## config.mk

```make
export PLATFORM = sky130hd
export DESIGN_NAME = mux_tree_pipe
export DESIGN_NICKNAME = d
export VERILOG_FILES = /design/src/rtl/mux_tree_pkg.sv /design/src/rtl/mux_tree_level.sv /design/src/rtl/mux_tree_pipe.sv
export SDC_FILE = /design/constraint.sdc
export NUM_CORES = 1
export LEC_CHECK = 0
export ABC_AREA = 1
export ABC_CLOCK_PERIOD_IN_PS = 1200
export CELL_PAD_IN_SITES_DETAIL_PLACEMENT = 2
export CELL_PAD_IN_SITES_GLOBAL_PLACEMENT = 2
export CORE_ASPECT_RATIO = 1.75
export CORE_UTILIZATION = 25
export CTS_CLUSTER_DIAMETER = 30
export DETAILED_ROUTE_END_ITERATION = 8
export PLACE_DENSITY = 0.86
export SLEW_MARGIN = 20
export SYNTH_ARGS = -nofsm -noshare
export SYNTH_HDL_FRONTEND = slang
export SYNTH_SLANG_ARGS = --single-unit
export TNS_END_PERCENT = 50
```

## constraint.sdc

```tcl
create_clock -name clk -period 1.2 [get_ports clk]
set_input_delay 0.24 -clock clk [delete_from_list [all_inputs] [get_ports clk]]
set_output_delay 0.24 -clock clk [all_outputs]
set_load 0.02 [all_outputs]
```

## src/rtl/mux_tree_pkg.sv

```systemverilog
// Shared helpers and limits for the pipelined mux tree.
package mux_tree_pkg;
  localparam int MAX_N_IN = 256;

  function automatic int clog2(input int n);
    int r;
    r = 0;
    for (int i = 0; i < 31; i++)
      if ((1 << i) < n) r = i + 1;
    return r;
  endfunction
endpackage

```

## src/rtl/mux_tree_level.sv

```systemverilog
// One tree level: N_OPER/2 2:1 selects feeding a valid/ready register slice.
module mux_tree_level import mux_tree_pkg::*; #(
  parameter int N_OPER = 2,
  parameter int DATA_W = 1,
  parameter int SEL_W  = 1
)(
  input  logic                       clk,
  input  logic                       rst,
  input  logic [N_OPER*DATA_W-1:0]   in_data,
  input  logic [SEL_W-1:0]           in_sel,
  input  logic                       in_valid,
  output logic                       in_ready,
  output logic [N_OPER/2*DATA_W-1:0] out_data,
  output logic [SEL_W-1:0]           out_sel,
  output logic                       out_valid,
  input  logic                       out_ready
);
  // Depth position follows from operand count: the widest level consumes sel bit 0.
  localparam int BIT   = SEL_W - clog2(N_OPER);
  localparam int N_RES = N_OPER / 2;

  logic [N_RES*DATA_W-1:0] red;

  for (genvar j = 0; j < N_RES; j++) begin : g_pair
    assign red[j*DATA_W +: DATA_W] = in_sel[BIT] ? in_data[(2*j+1)*DATA_W +: DATA_W]
                                                 : in_data[(2*j)*DATA_W +: DATA_W];
  end

  assign in_ready = !out_valid || out_ready;

  always_ff @(posedge clk) begin
    if (rst) begin
      out_valid <= 1'b0;
      out_data  <= '0;
      out_sel   <= '0;
    end else if (in_ready) begin
      out_valid <= in_valid;
      if (in_valid) begin
        out_data <= red;
        out_sel  <= in_sel;
      end
    end
  end
endmodule

```

## src/rtl/mux_tree_pipe.sv

```systemverilog
// Pipelined N_IN:1 mux tree, one register slice per level, valid/ready backpressure.
module mux_tree_pipe import mux_tree_pkg::*; #(
  parameter int N_IN   = 8,
  parameter int DATA_W = 1,
  parameter int LEVELS = clog2(N_IN)
)(
  input  logic                   clk,
  input  logic                   rst,
  input  logic [N_IN*DATA_W-1:0] in_data,
  input  logic [LEVELS-1:0]      in_sel,
  input  logic                   in_valid,
  output logic                   in_ready,
  output logic [DATA_W-1:0]      out_data,
  output logic [LEVELS-1:0]      out_sel,
  output logic                   out_valid,
  input  logic                   out_ready
);
  // All tree nodes live in one heap-ordered bus: level k inputs start at 2*N_IN - 2*(N_IN>>k).
  localparam int NODES = 2*N_IN - 1;

  if (N_IN < 2 || N_IN > MAX_N_IN || (N_IN & (N_IN - 1)) != 0) begin : g_bad_n_in
    $error("mux_tree_pipe: N_IN must be a power of two in [2, MAX_N_IN]");
  end
  if (LEVELS != clog2(N_IN)) begin : g_bad_levels
    $error("mux_tree_pipe: LEVELS is derived from N_IN and must not be overridden");
  end

  logic [NODES*DATA_W-1:0]     node;
  logic [LEVELS:0][LEVELS-1:0] sel_pipe;
  logic [LEVELS:0]             vld_pipe;
  logic [LEVELS:0]             rdy_pipe;

  assign node[N_IN*DATA_W-1:0] = in_data;
  assign sel_pipe[0]           = in_sel;
  assign vld_pipe[0]           = in_valid;
  assign rdy_pipe[LEVELS]      = out_ready;
  assign in_ready              = rdy_pipe[0];

  for (genvar k = 0; k < LEVELS; k++) begin : g_lvl
    localparam int N_OPER  = N_IN >> k;
    localparam int IN_OFF  = 2*N_IN - 2*N_OPER;
    localparam int OUT_OFF = IN_OFF + N_OPER;

    mux_tree_level #(
      .N_OPER (N_OPER),
      .DATA_W (DATA_W),
      .SEL_W  (LEVELS)
    ) u_lvl (
      .clk       (clk),
      .rst       (rst),
      .in_data   (node[IN_OFF*DATA_W +: N_OPER*DATA_W]),
      .in_sel    (sel_pipe[k]),
      .in_valid  (vld_pipe[k]),
      .in_ready  (rdy_pipe[k]),
      .out_data  (node[OUT_OFF*DATA_W +: N_OPER/2*DATA_W]),
      .out_sel   (sel_pipe[k+1]),
      .out_valid (vld_pipe[k+1]),
      .out_ready (rdy_pipe[k+1])
    );
  end

  assign out_data  = node[(NODES-1)*DATA_W +: DATA_W];
  assign out_sel   = sel_pipe[LEVELS];
  assign out_valid = vld_pipe[LEVELS];
endmodule

```

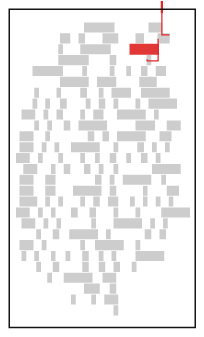
(wires at chosen ports, followed through buffers)
(4 px per um)
Key: red = `out_data` [bits 1, direction output, edge top, end cells 1, wire 16.4 um]
top-level port count: 21
input/output buffers: 20

==> PnR_summary.wiki <==
== Metrics ==
{| class="wikitable"
! Metric !! Value
|-
| Count of TritonRoute iterations in the first routing pass || 3
|-
| Worst setup path category || reg2reg
|-
| Comb power frac || 15.5%
|-
| Number of flip-flops under the largest register name || 9
|-
| Synth unique cells || 12
|-
| Combinational power || 0.210 mW
|-
| Met2 GRT Util || 27.2%
|-
| Startpoint of the lowest-slack hold path || out_ready
|-
| Met2 routed WL || 1340 um
|-
| Post-Synth AOI/OAI Area || 12.9%
|-
| Final setup violating endpoints || 0
|-
| Clock latency at the later pin of the worst-skew pair || 0.25 ns
|-
| Multi-input logic cell count || 81
|-
| Biggest area consumer among synthesized cells || sky130_fd_sc_hd__dfxtp_1
|-
| Crit path time final || 1.19 ns
|-
| HP Class || in2reg
|-
| Warnings, synthesis || 0
|-
| Final ANT Viol Nets || 0
|-
| Proportion of power drawn by the clock network || 33.3%
|-
| Worst hold path endpoint || g_lvl[2].u_lvl.out_valid
|-
| Final std cells w/o fill || 193
|-
| CTS-repair resized insts || 14
|-
| Number of buffers created by CTS || 3
|-
| Group drawing the most power || sequential cells
|-
| WL met1 || 855 um
|-
| Chip area || 3650 um2
|-
| FF-to-FF path depth || 6
|-
| Synthesized instance count || 123
|-
| Number of placed instances with taps included || 188
|-
| CP Launch Type || flop
|-
| # Cells Yosys || 123
|-
| Capture point of the worst reg-to-reg path || g_lvl[1].u_lvl.out_sel[2]
|-
| Inverter count || 19
|-
| Kind of end point of the critical path || flop
|-
| Outcome || completed
|-
| Post-layout period usage of the worst path || 99.5%
|-
| Top cell by count, worst path || sky130_fd_sc_hd__buf_4
|-
| Commonest Layout Cell || sky130_fd_sc_hd__nor2_1
|-
| Top area cells in the synthesized netlist || sky130_fd_sc_hd__dfxtp_1, sky130_fd_sc_hd__nor2_1, sky130_fd_sc_hd__inv_1
|-
| Fraction of power consumed by sequential logic || 51.2%
|-
| Number of enable-type register cells in the synthesized netlist || 0
|-
| Final hold slack || 0.334 ns
|-
| Top cell area share || 44.7%
|-
| Internal power component || 1.01 mW
|-
| Worst IR Drop VDD || 568 uV
|-
| N_diodes || 0
|-
| Overall fraction of global-route tracks in use || 14.3%
|-
| Final clock-cell share || 3.79%
|-
| Worst Path Required || 1.35 ns
|-
| Slew Limit Headroom || 80.5%
|-
| Total tool warning count || 27
|-
| Synthesized Nets || 138
|-
| Register-to-Register Setup Slack || 0.006 ns
|-
| Actual slew at the worst max-slew pin || 0.292 ns
|-
| Buffering stage count on the worst path with inverters included || 2
|-
| Multi-input combinational area share || 30.8%
|-
| Flops || 19
|-
| Antenna violations before repair || 0
|-
| Post-Route Setup TNS || 0 ns
|-
| Ratio of routed vias to standard cells || 4.44
|-
| Leakage component of the power || 0.579 nW
|-
| Termination of the worst setup path || g_lvl[1].u_lvl.out_sel[2]
|-
| Worst setup path startpoint || g_lvl[1].u_lvl.out_valid
|-
| Count of endpoints failing hold in the final timing report || 0
|-
| Commonest cells in the synthesized netlist || sky130_fd_sc_hd__nor2_1, sky130_fd_sc_hd__dfxtp_1, sky130_fd_sc_hd__inv_1, sky130_fd_sc_hd__nand2_1
|-
| Via count of the first global-routing pass || 884
|-
| Drc violations || 0
|-
| Met1 track demand over resource in global routing || 14.1%
|-
| Congestion Overflow GR || 0
|-
| Estimated wirelength of the detail-placed design || 1820 um
|-
| Final wirelength || 2280 um
|-
| Wire length of the first global-routing pass || 3790 um
|-
| Switching power as a share of total power || 25.4%
|-
| Reg-to-reg critical path startpoint || g_lvl[1].u_lvl.out_valid
|-
| Worst Hold Path Cells || 4
|-
| Die width || 46.1 um
|-
| Top FF cell, synth || sky130_fd_sc_hd__dfxtp_1
|-
| Count of hold buffers inserted by post-cts repair || 0
|-
| CLK BUF || 4
|-
| Uppermost routed layer || met4
|-
| Fraction of layout cells with a size suffix above 1 || 14.0%
|-
| Busiest metal layer after global routing || met2
|-
| Setup Skew || 0.000822 ns
|-
| Share of the yosys chip area belonging to registers || 44.7%
|-
| Sequential share of cell area || 32.3%
|-
| Fraction of the mapped netlist area in simple logic gates || 29.9%
|-
| Fillers || 396
|-
| Die Y-Extent || 79.2 um
|-
| Top cell family by delay on the critical path || flip-flops
|-
| Stages on the worst setup path || 6
|-
| Largest registers || g_lvl.u_lvl.out_sel x9, g_lvl.u_lvl.out_data x7, g_lvl.u_lvl.out_valid x3
|-
| Net switching component of the power || 0.344 mW
|-
| Init Core Util || 26.5%
|-
| Placed Instance Area || 1130 um2
|-
| Post-synthesis adder-cell area fraction || 0%
|-
| Delay of the slowest critical-path stage || 0.34 ns
|-
| Core outline area || 3210 um2
|-
| Final net count || 166
|-
| CTS tree || built
|-
| Pin count of the biggest net entering global routing || 16
|-
| Post-synth area from yosys stat || 851 um2
|-
| Met3 wirelength from detailed routing || 43 um
|-
| Arrival time at the worst endpoint || 1.34 ns
|-
| Footprint of the multi-input gates || 367 um2
|-
| Buffer share of cell area || 22.6%
|-
| Cell row count || 27
|-
| Setup slack at placement || -0.534 ns
|-
| Clock input transition at the sequential cells of the worst setup and hold paths || 0.07 ns
|-
| Total number of H-tree levels || 1
|-
| Max-slew violation total from the final report || 0
|-
| Dominant kind of cell || sequential cells
|}
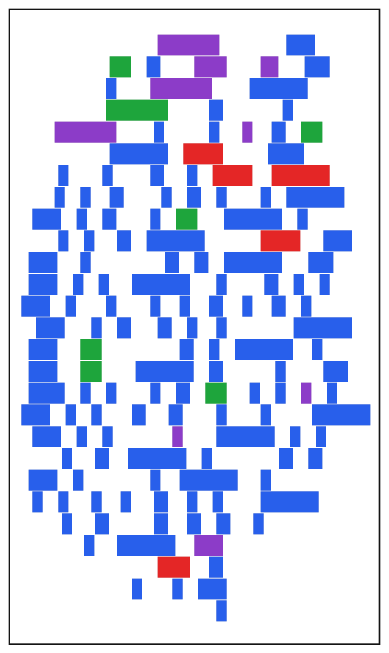
(cell sizes after repair)
(8 px per um)
Key: green = _3 and _4 cells [cells 7, most used buf_4]; blue = _0 and _1 cells [cells 129, most used nor2_1]; red = _6 and larger [cells 5, most used clkbuf_8]; purple = _2 cells [cells 9]
area growth from synthesis to final layout: 39.9%
number of non-clock buffers in the layout: 27
cell area after layout: 1190 um2
final setup margin: 0.00609 ns

No activity file was given, so power comes from the tool's default toggle rates.
